==> config.mk <==
export PLATFORM = sky130hd
export DESIGN_NAME = rle1_enc_serializer
export DESIGN_NICKNAME = d
export VERILOG_FILES = /design/src/rtl/rle1_enc_serializer.sv
export SDC_FILE = /design/constraint.sdc
export NUM_CORES = 1
export LEC_CHECK = 0
export CAP_MARGIN = 0
export CORE_UTILIZATION = 53
export DETAILED_ROUTE_END_ITERATION = 8
export PLACE_DENSITY = 0.77
export SLEW_MARGIN = 25
export SYNTH_ARGS = -nofsm -noshare
export SYNTH_HDL_FRONTEND = slang
export SYNTH_SLANG_ARGS = --single-unit
==> constraint.sdc <==
create_clock -name clk -period 3.1 [get_ports clk]
set_clock_uncertainty 0.15 [all_clocks]
set_input_delay 0.93 -clock clk [delete_from_list [all_inputs] [get_ports clk]]
set_output_delay 0.93 -clock clk [all_outputs]
set_load 0.02 [all_outputs]
### Power grid

Bar = 20 um. Pins as bars on the die edge.
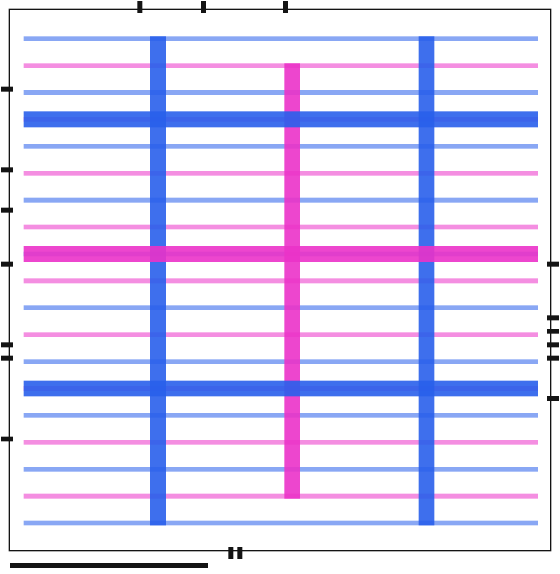
| color | net |
|---|---|
| magenta | VDD |
| blue | VSS |
signal pins: 18
met5 straps: 3
rows: 18
met1 rails: 19
met4 straps: 3
Core Footprint: 0.00254 sq mm
VDD IR max: 0.498 mV
Die X-Extent: 54.6 um

### Placement by cell class

Bar = 20 um.
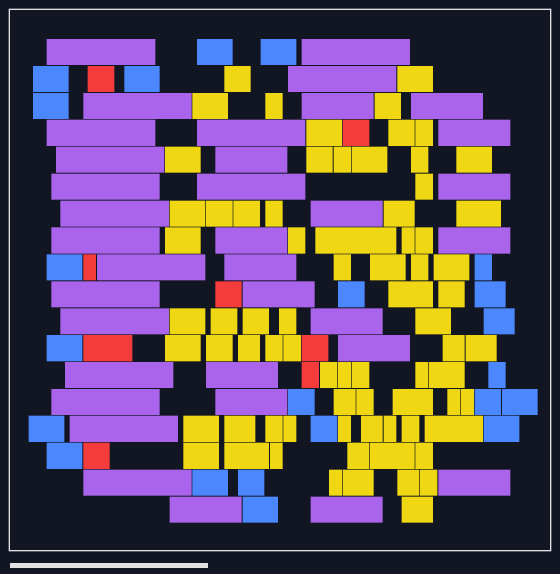
| color | class | cells |
|---|---|---|
| purple | registers | 35 |
| yellow | remaining logic cells | 74 |
| red | clock drivers and dummy loads | 8 |
| blue | remaining buffers and delay cells | 22 |
row count: 18
final instance area: 0.00173 sq mm
Seq/total area: 51.0%

### Clock wires, drivers and flops

Bar = 20 um.
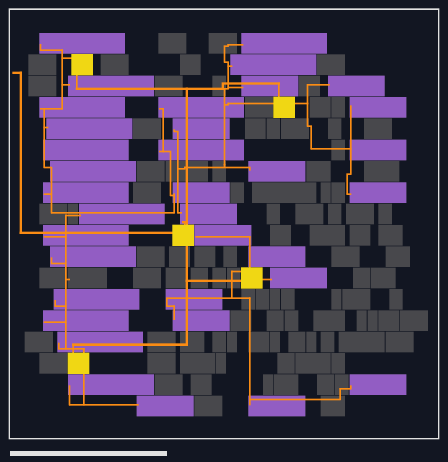
[yellow] clock-net drivers | count: 5
[purple] flip-flops | count: 35
[orange] clock wires | length: 393 um
routed clock nets: 6
Clock power frac: 18.6%
clk ins delay skew pair: 340 ps

### Wiring by layer

Only two layers are drawn.
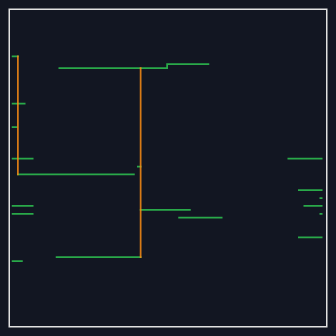
| color | layer | wire length |
|---|---|---|
| green | M3 | 110 um |
| orange | M4 | 53.0 um |
Routed WL per cell: 13.8 um
via count: 944
GRT Total Usage: 20.0%
Total Wirelength: 2.33 mm

==> run summary <==
run metrics: DP Area 0.00168 sq mm, top layer in use met4, chip area 0.00298 sq mm, Initial Utilization 57.6%, MUX area fraction 10.4%, busiest grt layer met2, YS warnings 0, ClkCell Share 3.48%, Chip Area, Yosys 0.00147 sq mm, IO Count 18, DP HPWL 1.63 mm, DRT Pass-1 Iters 4, Hold Crit Depth 2, post_cts resized 8, clk slew on worst S/H paths 100 ps, Synth Seq Share 60.1%, top cells, area edfxtp_1, dfxtp_1, mux2i_1, a211oi_1, a21oi_1, max-cap violations 0, top cells by count edfxtp_1, dfxtp_1, mux2i_1, adder share 2.56%, CTS sink count 35, total CTS buffers 5, CTS tree built, Crit-path slowest cell clkdlybuf4s50_1, setup TNS 0 ps, Final Setup Violations 0, ys cells 116, sw frac 33.6%, Final Max Slew Viols 0, most common cell in the netlist edfxtp_1, first-pass GRT wire length 3.88 mm, Top Layout Cells edfxtp_1, dfxtp_1, mux2i_1, a21oi_1, clkdlybuf4s50_1, IO buf count 17, Crit path depth 4, CP max FO 4, Non-Filler Instances 169, post-route minimum period 3040 ps, Yosys reg bits 35, status completed, Fin Hold WS 378 ps, Post-synth ARST share 0%, Max-area cell share 36.9%, simple-gate portion of the synthesized area 10.2%, clock buffer depth 2, Seq pwr share 48.6%, period utilisation layout 98.0%, Post-CTS Setup Bufs 0, CLK BUF 7, cells after synthesis 116, DRC violations left 0, post-synth top area cell edfxtp_1, family with the most delay on the worst path buffers and inverters, Final ANT Viol Nets 0, CP Data Arrival Time 1960 ps, Slew HR 61.3%, Power Clock 0.254 mW, vias in the first global route 865, grt met3 use 7.50%, P_seq 0.665 mW, RSZ-0062 raised after global routing no, Sw Pwr 0.460 mW
Power and IR drop assume default switching activity.
